**config.mk**
```make
export PLATFORM = sky130hd
export DESIGN_NAME = eth_word_packer
export DESIGN_NICKNAME = d
export VERILOG_FILES = /design/src/rtl/eth_word_packer.sv
export SDC_FILE = /design/constraint.sdc
export NUM_CORES = 1
export LEC_CHECK = 0
export CORE_ASPECT_RATIO = 1.2
export CORE_MARGIN = 1
export CORE_UTILIZATION = 62
export CTS_BUF_LIST = sky130_fd_sc_hd__clkbuf_8
export DETAILED_ROUTE_END_ITERATION = 10
export HOLD_SLACK_MARGIN = 0.03
export PLACE_DENSITY_LB_ADDON = 0.15
export SLEW_MARGIN = 20
export SYNTH_ARGS = -nofsm -noshare
export SYNTH_HDL_FRONTEND = slang
export SYNTH_SLANG_ARGS = --single-unit
```
**constraint.sdc**
```tcl
create_clock -name clk -period 4.11 [get_ports clk]
set_input_delay 0.822 -clock clk [delete_from_list [all_inputs] [get_ports clk]]
set_output_delay 0.822 -clock clk [all_outputs]
set_load 0.01 [all_outputs]
```
**src/rtl/eth_word_packer.sv**
```systemverilog
// eth_word_packer
// ---------------------------------------------------------------------------
// Receive-path stage that follows the MAC-address filter. It takes the
// filter's MSB-first dibit stream (ethertype + payload + FCS) and strips the
// trailing 32-bit FCS. The remaining bytes are packed into 32-bit words, with
// the first byte in [31:24]. The last word of a frame carries a last flag and
// a valid-byte count. Frames shorter than 16 dibits are reported as runts.
//
// Ports
//   clk          system clock
//   rst          synchronous, active-high reset
//   axiiv        dibit valid; high for the whole frame body, low between frames
//   axiid[1:0]   dibit data, MSB-first within each byte
//   axiov        word valid, one-cycle pulse
//   axiod[31:0]  word data, left-aligned, zero-padded beyond the valid bytes
//   axiod_last   marks the final word of the frame (qualified by axiov)
//   axiod_bytes  valid bytes in axiod, 1..4 (qualified by axiov)
//   runt         one-cycle pulse: the frame ended with fewer than 16 dibits
// ---------------------------------------------------------------------------
module eth_word_packer (
    input  logic        clk,
    input  logic        rst,
    input  logic        axiiv,
    input  logic [1:0]  axiid,
    output logic        axiov,
    output logic [31:0] axiod,
    output logic        axiod_last,
    output logic [2:0]  axiod_bytes,
    output logic        runt
);

    typedef enum logic [1:0] {
        S_IDLE,
        S_FRAME,
        S_FLUSH
    } state_t;

    state_t      state_q, state_d;

    // FCS delay line: holds the newest 16 dibits, which might still be FCS
    logic [31:0] dly_q, dly_d;
    logic [4:0]  fill_q, fill_d;

    // Packer and its single pending full word
    logic [31:0] pack_q, pack_d;
    logic [4:0]  pcnt_q, pcnt_d;
    logic [31:0] pend_q, pend_d;
    logic        pendv_q, pendv_d;

    // Registered outputs
    logic        axiov_q, axiov_d;
    logic [31:0] axiod_q, axiod_d;
    logic        last_q, last_d;
    logic [2:0]  bytes_q, bytes_d;
    logic        runt_q, runt_d;

    // Partial word: left-align the packed dibits and keep only whole bytes.
    // Any trailing 1-3 dibits that do not form a byte are masked off.
    logic [2:0]  part_bytes;
    logic [5:0]  part_sh;
    logic [31:0] part_mask;
    logic [31:0] part_data;

    assign part_bytes = 3'(pcnt_q >> 2);
    assign part_sh    = 6'd32 - {pcnt_q, 1'b0};
    assign part_mask  = ~(32'hFFFF_FFFF >> {part_bytes, 3'b000});
    assign part_data  = (pack_q << part_sh) & part_mask;

    always_comb begin
        state_d = state_q;
        dly_d   = dly_q;
        fill_d  = fill_q;
        pack_d  = pack_q;
        pcnt_d  = pcnt_q;
        pend_d  = pend_q;
        pendv_d = pendv_q;
        axiov_d = 1'b0;
        axiod_d = axiod_q;
        last_d  = last_q;
        bytes_d = bytes_q;
        runt_d  = 1'b0;

        case (state_q)
            S_IDLE: begin
                if (axiiv) state_d = S_FRAME;
            end

            S_FRAME: begin
                if (!axiiv) begin
                    // End edge. Discard everything by default; the branches
                    // below decide what is released first.
                    state_d = S_IDLE;
                    dly_d   = '0;
                    fill_d  = '0;
                    pack_d  = '0;
                    pcnt_d  = '0;
                    pendv_d = 1'b0;
                    if (fill_q < 5'd16) begin
                        runt_d = 1'b1;
                    end else if (pendv_q) begin
                        axiov_d = 1'b1;
                        axiod_d = pend_q;
                        bytes_d = 3'd4;
                        if (pcnt_q >= 5'd4) begin
                            // Partial word still to come: emit it in FLUSH.
                            last_d  = 1'b0;
                            state_d = S_FLUSH;
                            pack_d  = pack_q;
                            pcnt_d  = pcnt_q;
                        end else begin
                            last_d = 1'b1;
                        end
                    end else if (pcnt_q >= 5'd4) begin
                        axiov_d = 1'b1;
                        axiod_d = part_data;
                        last_d  = 1'b1;
                        bytes_d = part_bytes;
                    end
                end
            end

            S_FLUSH: begin
                axiov_d = 1'b1;
                axiod_d = part_data;
                last_d  = 1'b1;
                bytes_d = part_bytes;
                pack_d  = '0;
                pcnt_d  = '0;
                state_d = axiiv ? S_FRAME : S_IDLE;
            end

            default: state_d = S_IDLE;
        endcase

        // Dibit acceptance is the same in every state. Outside FRAME the fill
        // count is zero, so nothing can pop into the packer there.
        if (axiiv) begin
            dly_d = {dly_q[29:0], axiid};
            if (fill_q == 5'd16) begin
                pack_d = {pack_q[29:0], dly_q[31:30]};
                // A pop after a completed word proves it is not the last one.
                if (pendv_q) begin
                    axiov_d = 1'b1;
                    axiod_d = pend_q;
                    last_d  = 1'b0;
                    bytes_d = 3'd4;
                    pendv_d = 1'b0;
                end
                if (pcnt_q == 5'd15) begin
                    pend_d  = {pack_q[29:0], dly_q[31:30]};
                    pendv_d = 1'b1;
                    pcnt_d  = '0;
                end else begin
                    pcnt_d = pcnt_q + 5'd1;
                end
            end else begin
                fill_d = fill_q + 5'd1;
            end
        end
    end

    always_ff @(posedge clk) begin
        if (rst) begin
            state_q <= S_IDLE;
            dly_q   <= '0;
            fill_q  <= '0;
            pack_q  <= '0;
            pcnt_q  <= '0;
            pend_q  <= '0;
            pendv_q <= 1'b0;
            axiov_q <= 1'b0;
            axiod_q <= '0;
            last_q  <= 1'b0;
            bytes_q <= '0;
            runt_q  <= 1'b0;
        end else begin
            state_q <= state_d;
            dly_q   <= dly_d;
            fill_q  <= fill_d;
            pack_q  <= pack_d;
            pcnt_q  <= pcnt_d;
            pend_q  <= pend_d;
            pendv_q <= pendv_d;
            axiov_q <= axiov_d;
            axiod_q <= axiod_d;
            last_q  <= last_d;
            bytes_q <= bytes_d;
            runt_q  <= runt_d;
        end
    end

    assign axiov       = axiov_q;
    assign axiod       = axiod_q;
    assign axiod_last  = last_q;
    assign axiod_bytes = bytes_q;
    assign runt        = runt_q;

endmodule

```
clocks.png
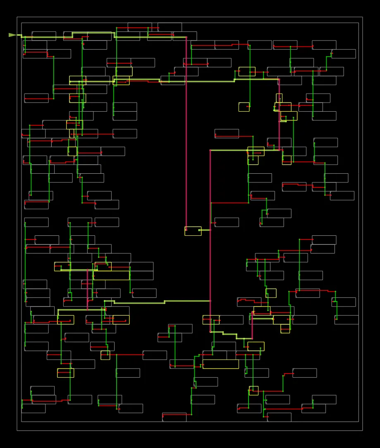
# clk buffers: 19
Seq cells: 147
clk latency late pin: 0.45 ns

cell_density.png
Bar = 20 um. The die is cut into 11 by 13 equal tiles; dark purple is low, yellow is high, 0 to 100% covered.
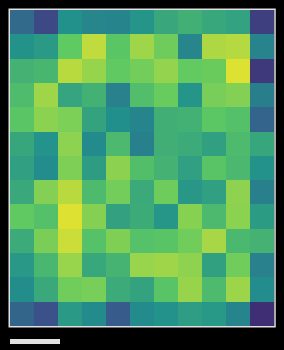
fullest tile = 95%
mean over tiles = 64%
tiles over 75% full = 33%
Core ar.: 0.0127 sq mm
post-layout util: 0.698
Starting Density: 0.636

metal_density.png
The die is cut into 21 by 25 equal tiles; dark purple is low, yellow is high, scaled to the fullest tile. Values are wire area over tile area, all layers added.
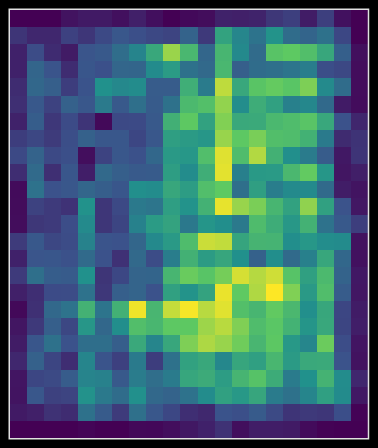
tiles over half the peak = 33%
emptiest ninth of the die = north-west
mean over tiles = 0.30
nearly empty tiles = 3.2%
fullest tile = 0.78
densest ninth of the die = centre
gr usage total: 0.360
Post-Route WL: 23.4 mm
DR vias: 7905
drt wl/cell: 20.5 um

==> impl_metrics.ini <==
; yosys + openroad results
[layout]
nFillCells = 1045
post_layout_nonfiller_instances = 1144
seq_share = 0.333
nNonClkInverters = 12
n_all_buffers = 58
buffer_area_frac = 0.0603
multi_input_comb_cells = 732
diodes = 0
fin_area_sq_mm = 0.00884
comb-cell-share = 0.534
final-comb-area_sq_mm = 0.00472
syn2layout_area_growth_pct = 9.67
drive_gt1_frac = 0.102
final-seq-area_sq_mm = 0.00294

[global_routing]
grt_max_degree = 92
use_met1 = 0.460
grt.met3_usage = 0.0858
grt_pass1_vias = 7428
grt_pass1_wl_mm = 38.0
use_met2 = 0.573
top_usage_layer = met2
grt-ovfl-total = 0

[final_timing]
hold_slack_ns = 0.462
skew_ns = 0.00810
fin_setup_tns_ns = 0
grt_setup_unrepaired = false
fmax_mhz = 327
drv_slew = 0
finalSetupViolations = 0
min_period_ns = 3.06
fin_ws_ns = 1.05
finalHoldViolations = 0
fin_crit_sh = 0.744

[synth]
synth-edff-count = 0
synth_area_sq_mm = 0.00806
compound_area_frac = 0.246
syn_inst = 984
numSynthFlops = 147
yosys.area_share.adder = 0.0124
synth-async-reset-ratio = 0
synth_cell_types = 65
yosys_area_sq_mm = 0.00806
top_cells_by_area = dfxtp_1 (37%), a21oi_1 (6.5%), mux4_2 (6.4%)
top_cell = dfxtp_1
ys_cells = 984
top_cell_area_share = 0.365
avgSynthCellArea_sq_um = 8.19
top_area_cell = dfxtp_1
mux_area_frac = 0.100
ys_sh_simple = 0.217
synth_nets = 997
ys.flop_type = dfxtp_1
yosysWarnings = 0
ys_sh_xor = 0.00776
synth_seq_share = 0.365

[power_and_ir_drop]
clkPwrFrac = 0.398
p_int_uw = 2090
p_leak_uw = 0.00295
p_clk_uw = 1120
swShare = 0.253
comb_power_uw = 221
power_top_consumer = registers
ir_drop_v = 0.000312
fin_total_pwr_uw = 2800
powerDensity_mw_per_mm2 = 317
pwr-share-comb = 0.079

[setup_path]
rr_endpoint = axiod[13]
worstSetupPathType = reg -> reg
cp.arrival_ns = 3.41
critPathTopFamily = adder cells
crit_start = pcnt_q[1]
crit_fanout = 23
critPathBufInv = 2
path_cells = inv_1, ha_1, buf_4, mux4_2, nand2_1, o21ai_0, o21bai_1, o22a_1
reg2reg_slack_ns = 1.05
slowest_delay_ns = 0.82
setup.worst_path.end_class = register
required_ns = 4.46
crit_end = axiod[13]
cp_slowest_cell = ha_1
rr_startpoint = pcnt_q[1]
startpoint_type = register

[run]
warnings = 31
drv_cap = 0

[placed_design]
gp_congestion = 0.962
dp_cells = 1113
io_buffer_count = 42
postPlaceCellArea_sq_mm = 0.00844

[route]
first_iter_violations = 951
first_pass_iters = 5
top_layer_used = met5
met2_wirelength_mm = 11.1
drc_errors = 0

[run_status]
status = complete, no violations

[clock_tree]
cts-root-buf = clkbuf_8
cts.reportedPaths.clkPinSlew_ns = 0.08
cts_buffer_depth = 2
post-cts-setup-buffers = 0
cts_resized = 0
h-tree-depth = 4
postCtsHoldBufs = 0
cts.sinks = 147

[floorplan]
io_pins = 43
chipHeight_um = 127
chipArea_sq_mm = 0.0135
taps = 164
die_w_um = 106

[min_path]
hp-class = reg -> reg
holdPathEnd = pend_q[3]
whs_path_depth = 2
hp-start = pend_q[3]
## layout by cell type (no fill, tap or decap), types with 8 or more instances in the layout
cell type / instances
clkdlybuf4s50_1: 40
dfxtp_1: 146
or3_1: 10
a211oi_1: 15
mux4_2: 23
nand3_1: 29
o211ai_1: 27
nor2b_1: 8
nor2_1: 92
ha_1: 8
buf_4: 17
a21oi_1: 103
a22oi_1: 43
mux2i_1: 14
a221oi_1: 23
mux2_2: 10
nor3_1: 16
o21ai_0: 51
nand2_1: 127
clkbuf_8: 19
and3_1: 9
nor3b_1: 37
inv_1: 13
## registers in the layout, summed over array words and instances, names as in the netlist
register,cells
axiod,32
axiod_bytes,3
axiod_last,1
axiov,1
dly_q,32
fill_q,5
pack_q,32
pcnt_q,5
pend_q,32
pendv_q,1
runt,1
state_q,2
Power is estimated from default activity; no workload was simulated.
